[src/rtl/boot_loader_pkg.sv]
// Shared types and constants for the byte-stream boot loader.
package boot_loader_pkg;

    typedef enum logic [2:0] {
        IDLE,
        SEND_SYNC,
        RECV_SIZE,
        CHECK_SIZE,
        RECV_DATA,
        SEND_ACK,
        DONE,
        ERROR
    } state_t;

    localparam int unsigned SIZE_BYTES        = 4;
    localparam logic [7:0]  DEFAULT_SYNC_BYTE = 8'h99;
    localparam logic [7:0]  DEFAULT_ACK_BYTE  = 8'hAA;

endpackage

[src/rtl/boot_loader_word_assembler.sv]
// Packs received bytes into program words; word_valid pulses for one cycle
// after the last byte of each word, with word holding the assembled value.
module boot_loader_word_assembler #(
    parameter int unsigned WORD_BYTES = 4,
    parameter bit          BIG_ENDIAN = 1'b0
) (
    input  logic                    clk,
    input  logic                    reset,
    input  logic                    clear,
    input  logic                    byte_valid,
    input  logic [7:0]              byte_data,
    output logic                    word_valid,
    output logic [8*WORD_BYTES-1:0] word
);

    localparam int unsigned CNT_W = (WORD_BYTES > 1) ? $clog2(WORD_BYTES) : 1;

    logic [CNT_W-1:0]        count;
    logic [8*WORD_BYTES-1:0] shift;
    logic [8*WORD_BYTES-1:0] merged;
    logic                    last;
    int unsigned             lane;

    assign last = (count == CNT_W'(WORD_BYTES - 1));

    // The incoming byte is merged combinationally so the completed word can be
    // registered on the same edge that accepts its final byte.
    always_comb begin
        lane   = 32'(count);
        merged = shift;
        if (BIG_ENDIAN) begin
            lane = WORD_BYTES - 1 - 32'(count);
        end
        merged[8*lane +: 8] = byte_data;
    end

    always_ff @(posedge clk) begin
        if (reset || clear) begin
            count      <= '0;
            shift      <= '0;
            word       <= '0;
            word_valid <= 1'b0;
        end else begin
            word_valid <= byte_valid && last;
            if (byte_valid) begin
                shift <= merged;
                count <= last ? '0 : count + 1'b1;
                if (last) begin
                    word <= merged;
                end
            end
        end
    end

endmodule

[src/rtl/boot_loader.sv]
// Byte-stream boot loader: sync handshake, size receive and validation,
// image write into program memory, then ack. Restartable from DONE/ERROR.
module boot_loader
    import boot_loader_pkg::*;
#(
    parameter int unsigned WORD_BYTES = 4,
    parameter int unsigned ADDR_WIDTH = 12,
    parameter bit          BIG_ENDIAN = 1'b0,
    parameter logic [7:0]  SYNC_BYTE  = DEFAULT_SYNC_BYTE,
    parameter logic [7:0]  ACK_BYTE   = DEFAULT_ACK_BYTE
) (
    input  logic                    clk,
    input  logic                    reset,
    input  logic                    start,
    input  logic                    rx_valid,
    input  logic [7:0]              rx_data,
    input  logic                    tx_ready,
    output logic                    tx_valid,
    output logic [7:0]              tx_data,
    output logic                    prog_we,
    output logic [ADDR_WIDTH-1:0]   prog_addr,
    output logic [8*WORD_BYTES-1:0] prog_wdata,
    output logic                    busy,
    output logic                    boot_done,
    output logic                    size_error
);

    localparam int unsigned LANE_SHIFT = $clog2(WORD_BYTES);
    localparam int unsigned SCNT_W     = $clog2(SIZE_BYTES);
    localparam logic [31:0] LANE_MASK  = 32'(WORD_BYTES - 1);
    localparam logic [32:0] CAPACITY   = 33'(1) << ADDR_WIDTH;

    state_t              state, state_next;
    logic [31:0]         size;
    logic [SCNT_W-1:0]   size_cnt;
    logic [31:0]         word_count;
    logic [ADDR_WIDTH:0] addr;
    logic [ADDR_WIDTH:0] words;
    logic                misaligned, too_big, transfer, restart;
    logic                byte_accept, word_valid;
    logic                tx_valid_next, busy_next, boot_done_next, size_error_next;
    logic [7:0]          tx_data_next;

    assign word_count = size >> LANE_SHIFT;
    assign misaligned = (size & LANE_MASK) != '0;
    assign too_big    = {1'b0, word_count} > CAPACITY;
    assign transfer   = tx_valid && tx_ready;
    assign restart    = start && (state == DONE || state == ERROR);
    // A byte arriving on the edge that leaves RECV_DATA is dropped.
    assign byte_accept = rx_valid && (state == RECV_DATA) && (state_next == RECV_DATA);

    assign prog_we   = word_valid;
    assign prog_addr = addr[ADDR_WIDTH-1:0];

    boot_loader_word_assembler #(
        .WORD_BYTES (WORD_BYTES),
        .BIG_ENDIAN (BIG_ENDIAN)
    ) u_assembler (
        .clk        (clk),
        .reset      (reset),
        .clear      (restart),
        .byte_valid (byte_accept),
        .byte_data  (rx_data),
        .word_valid (word_valid),
        .word       (prog_wdata)
    );

    always_comb begin
        state_next = state;
        case (state)
            IDLE:       if (start) state_next = SEND_SYNC;
            SEND_SYNC:  if (transfer) state_next = RECV_SIZE;
            RECV_SIZE:  if (rx_valid && size_cnt == SCNT_W'(SIZE_BYTES - 1)) state_next = CHECK_SIZE;
            CHECK_SIZE: begin
                if (misaligned || too_big) begin
                    state_next = ERROR;
                end else if (size == '0) begin
                    state_next = SEND_ACK;
                end else begin
                    state_next = RECV_DATA;
                end
            end
            RECV_DATA:  if (word_valid && (addr + 1'b1) == words) state_next = SEND_ACK;
            SEND_ACK:   if (transfer) state_next = DONE;
            DONE:       if (start) state_next = SEND_SYNC;
            ERROR:      if (start) state_next = SEND_SYNC;
            default:    state_next = IDLE;
        endcase

        tx_valid_next   = (state_next == SEND_SYNC) || (state_next == SEND_ACK);
        tx_data_next    = '0;
        if (state_next == SEND_SYNC) tx_data_next = SYNC_BYTE;
        if (state_next == SEND_ACK)  tx_data_next = ACK_BYTE;
        busy_next       = !(state_next == IDLE || state_next == DONE || state_next == ERROR);
        boot_done_next  = (state_next == DONE);
        size_error_next = (state_next == ERROR);
    end

    always_ff @(posedge clk) begin
        if (reset) begin
            state      <= IDLE;
            tx_valid   <= 1'b0;
            tx_data    <= '0;
            busy       <= 1'b0;
            boot_done  <= 1'b0;
            size_error <= 1'b0;
            size       <= '0;
            size_cnt   <= '0;
            addr       <= '0;
            words      <= '0;
        end else begin
            state      <= state_next;
            tx_valid   <= tx_valid_next;
            tx_data    <= tx_data_next;
            busy       <= busy_next;
            boot_done  <= boot_done_next;
            size_error <= size_error_next;
            if (restart) begin
                size     <= '0;
                size_cnt <= '0;
                addr     <= '0;
                words    <= '0;
            end else begin
                if (state == RECV_SIZE && rx_valid) begin
                    size[8*size_cnt +: 8] <= rx_data;
                    size_cnt              <= size_cnt + 1'b1;
                end
                if (state == CHECK_SIZE) begin
                    words <= word_count[ADDR_WIDTH:0];
                end
                if (state == RECV_DATA && word_valid) begin
                    addr <= addr + 1'b1;
                end
            end
        end
    end

endmodule

[config.mk]
export PLATFORM = sky130hd
export DESIGN_NAME = boot_loader
export DESIGN_NICKNAME = d
export VERILOG_FILES = /design/src/rtl/boot_loader_pkg.sv /design/src/rtl/boot_loader_word_assembler.sv /design/src/rtl/boot_loader.sv
export SDC_FILE = /design/constraint.sdc
export NUM_CORES = 1
export LEC_CHECK = 0
export CELL_PAD_IN_SITES_DETAIL_PLACEMENT = 1
export CELL_PAD_IN_SITES_GLOBAL_PLACEMENT = 1
export CORE_MARGIN = 2
export CORE_UTILIZATION = 46
export DETAILED_ROUTE_END_ITERATION = 10
export PLACE_DENSITY_LB_ADDON = 0.1
export SYNTH_ARGS = -nofsm -noshare
export SYNTH_HDL_FRONTEND = slang
export SYNTH_SLANG_ARGS = --single-unit
[constraint.sdc]
create_clock -name clk -period 7.9 [get_ports clk]
set_input_delay 1.185 -clock clk [delete_from_list [all_inputs] [get_ports clk]]
set_output_delay 1.185 -clock clk [all_outputs]
set_load 0.005 [all_outputs]
Run 1, signal wires on met2:
Cells faint in the background.
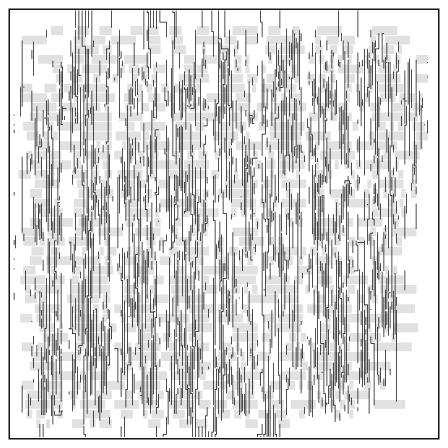
main direction: vertical
longest straight run: 53.2 µm
met2 usage: 0.4263
vias post-DR: 5324
Detailed Route WL: 17360 µm

Run 1, routing congestion:
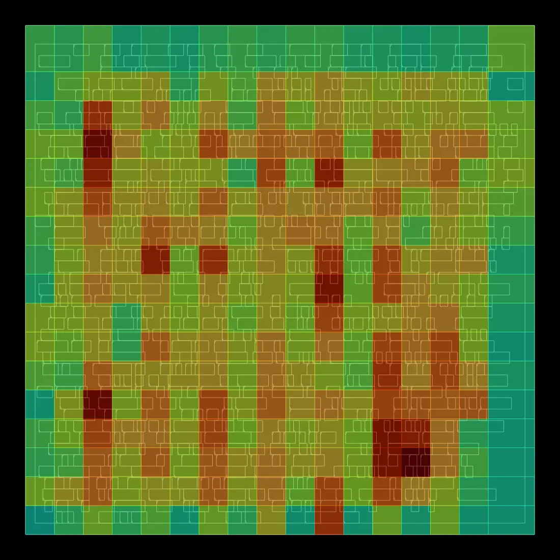
met1 Resource Use GR: 0.3102
GR Layer Usage met3: 0.05498
Core Util, Final: 0.5631
Total GRT Usage: 0.2487
Most Crowded Layer GR: met2

Run 1, register map, names as in the netlist:
Other sequential cells in the stronger gray, the rest of the logic in the fainter gray.
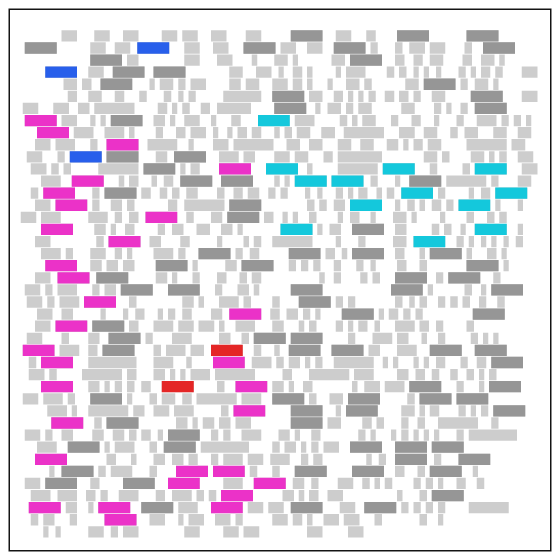
[blue] tx_data | placed flops: 3
[red] u_assembler.count | placed flops: 2
[cyan] words | placed flops: 13
[magenta] u_assembler.word | placed flops: 32
Seq group: 695 µW
flop share of the area: 0.3622
Flop area: 2723 µm²

==> results_dict.tcl, run 1 <==
# implementation run metrics
set metrics [dict create \
    ioPinCount 70 \
    crit_chain "clkdlybuf4s50_1 > or4b_2 > a31oi_4 > buf_4 > and2_2 > a211oi_2" \
    cts-htree-levels 4 \
    synth-edff-count 0 \
    dominant-cell-class "multi-input combinational cells" \
    n_fill_cell 1582 \
    drt_iter0_markers 329 \
    finClkSkew_ps 5.295 \
    final_nets 780 \
    drive_gt1_frac 0.1029 \
    top_area_frac 0.4293 \
    intPower_uw 1219 \
    power_leader "the clock network" \
    wl_met1_um 7651 \
    syn_avg_cell_area_um2 8.606 \
    ys_warn_count 0 \
    critPathCaptureType "register" \
    grt_pass1_vias 5550 \
    ys.flops 136 \
    top_layer "met4" \
    antenna_found_initial 0 \
    n_tap_cell 176 \
    die_h_um 121.4 \
    crit_family "simple AND/OR/NAND/NOR gates" \
    power.switching_uw 353.1 \
    critical_path.max_fanout 100 \
    r2r-end "u_assembler.word[7]$_SDFFE_PP0P_" \
    hold_start "size[29]$_SDFFE_PP0P_" \
    grt_overflow 0 \
    period_needed_ps 4177 \
    sh_comb_area 0.4278 \
    critical_path_cell_count 6 \
    cts_tree "built" \
    grt_max_degree 101 \
    yosysCellCount 737 \
    cpPeakStageDelay_ps 930 \
    p_seq_frac 0.442 \
    mostFrequentLayoutCell "dfxtp_1" \
    viasPerCell 5.640 \
    tightest_slew_ps 972.8 \
    finalClockPeriodUsage 0.5288 \
    yosys_area_um2 6342 \
    r2r-start "addr[0]$_SDFFE_PP0P_" \
    reg2reg_slack_ps 3910 \
    hold_path.class "register to register" \
    diodes 0 \
    synthTopCellsByCount "dfxtp_1 (136), a21oi_1 (120), nand2_1 (78)" \
    die_width_um 121.4 \
    async_flop_share 0 \
    netlist_area_um2 6342 \
    portBuffers 67 \
    setup_viol_count_final 0 \
    hold_end "size[29]$_SDFFE_PP0P_" \
    ys_seq_frac 0.4293 \
    post_dp_cell_area_um2 6904 \
    dr_wl_met3_um 639 \
    crit_type "primary input to register" \
    status "completed" \
    pwr-share-clk 0.519 \
    ys_sh_adder 0.02525 \
    swShare 0.2246 \
    power_density_nw_per_um2 209.2 \
    flop_cell "dfxtp_1" \
    core_util_floorplan 0.4752 \
    hpwl_um 11350 \
    ant_nets 0 \
    required_ps 8160 \
    avgRoutedWirePerCell_um 18.39 \
    syn-instance-count 737 \
    inv_count 6 \
    ys_sh_xor 0.03452 \
]
Run 1, selected gate families:
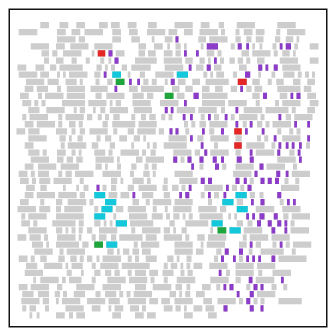

## Run 2: what changed since run 1
CORE_UTILIZATION = 39   (was 46)
clock period = 3.55 ns   (was 7.9 ns; I/O delays follow)
Run 2, selected gate families:
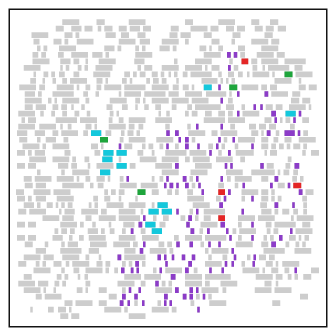
[purple] NAND gates | cells: 126 | most used: nand2_1
[cyan] adder and majority cells | cells: 13 | most used: ha_1 | where: middle
[red] AND-OR and OR-AND gates | cells: 4 | most used: a31o_2
[green] multiplexers | cells: 4 | most used: mux2i_1
combinational share of cell area: 0.4234
Non-Filler Instances: 986
most numerous logic cell after layout: dfxtp_1

==> run 2 against run 1 <==
  * Die size up 17%
  * Largest cell class unchanged
  * Area after synthesis did not move
  * Clock-buffer cell count increased by 2
  * First-iteration DRC count is 41% lower
  * Critical path type is now register to register
  * Highest routed layer unchanged
  * Hold slack gained 1.9 ps
  * Combinational power is 130% higher
  * Non-clock buffer count up 3
==> results_dict.tcl, run 2 <==
# implementation run metrics
set metrics [dict create \
    status "completed" \
    grt_use_total 0.2064 \
    n_tap_cell 216 \
    p_seq_frac 0.450 \
    post_dp_cell_area_um2 7000 \
    ant_nets 0 \
    hold_end "size[21]$_SDFFE_PP0P_" \
    diodes 0 \
    antenna_found_initial 0 \
    top_area_frac 0.4293 \
    power_density_nw_per_um2 452.6 \
    seq-cell-share 0.3587 \
    ys_sh_xor 0.03452 \
    portBuffers 67 \
    finalClockPeriodUsage 0.8113 \
    n_fill_cell 1864 \
    yosys_area_um2 6342 \
    tightest_slew_ps 908.6 \
    syn_avg_cell_area_um2 8.606 \
    pwr-share-clk 0.509 \
    register_area_um2 2723 \
    p_seq_uw 1550 \
    critical_path_cell_count 9 \
    grt_max_degree 100 \
    die_width_um 131.5 \
    use_met1 0.2380 \
    top_layer "met4" \
    avgRoutedWirePerCell_um 17.55 \
    flop_cell "dfxtp_1" \
    syn-instance-count 737 \
    synth-edff-count 0 \
    setup_viol_count_final 0 \
    inv_count 6 \
    post-route-util 0.4779 \
    ioPinCount 70 \
    die_h_um 131.5 \
    swShare 0.2225 \
    crit_type "register to register" \
    critical_path.max_fanout 33 \
    critPathCaptureType "register" \
    core_util_floorplan 0.3993 \
    hpwl_um 11620 \
    drive_gt1_frac 0.1039 \
    grt_overflow 0 \
    met3_usage 0.05093 \
    num_vias 5280 \
    intPower_uw 2671 \
    grt.busiest_layer "met2" \
]
Power figures rest on the tool's default switching activity, not on a simulated workload.
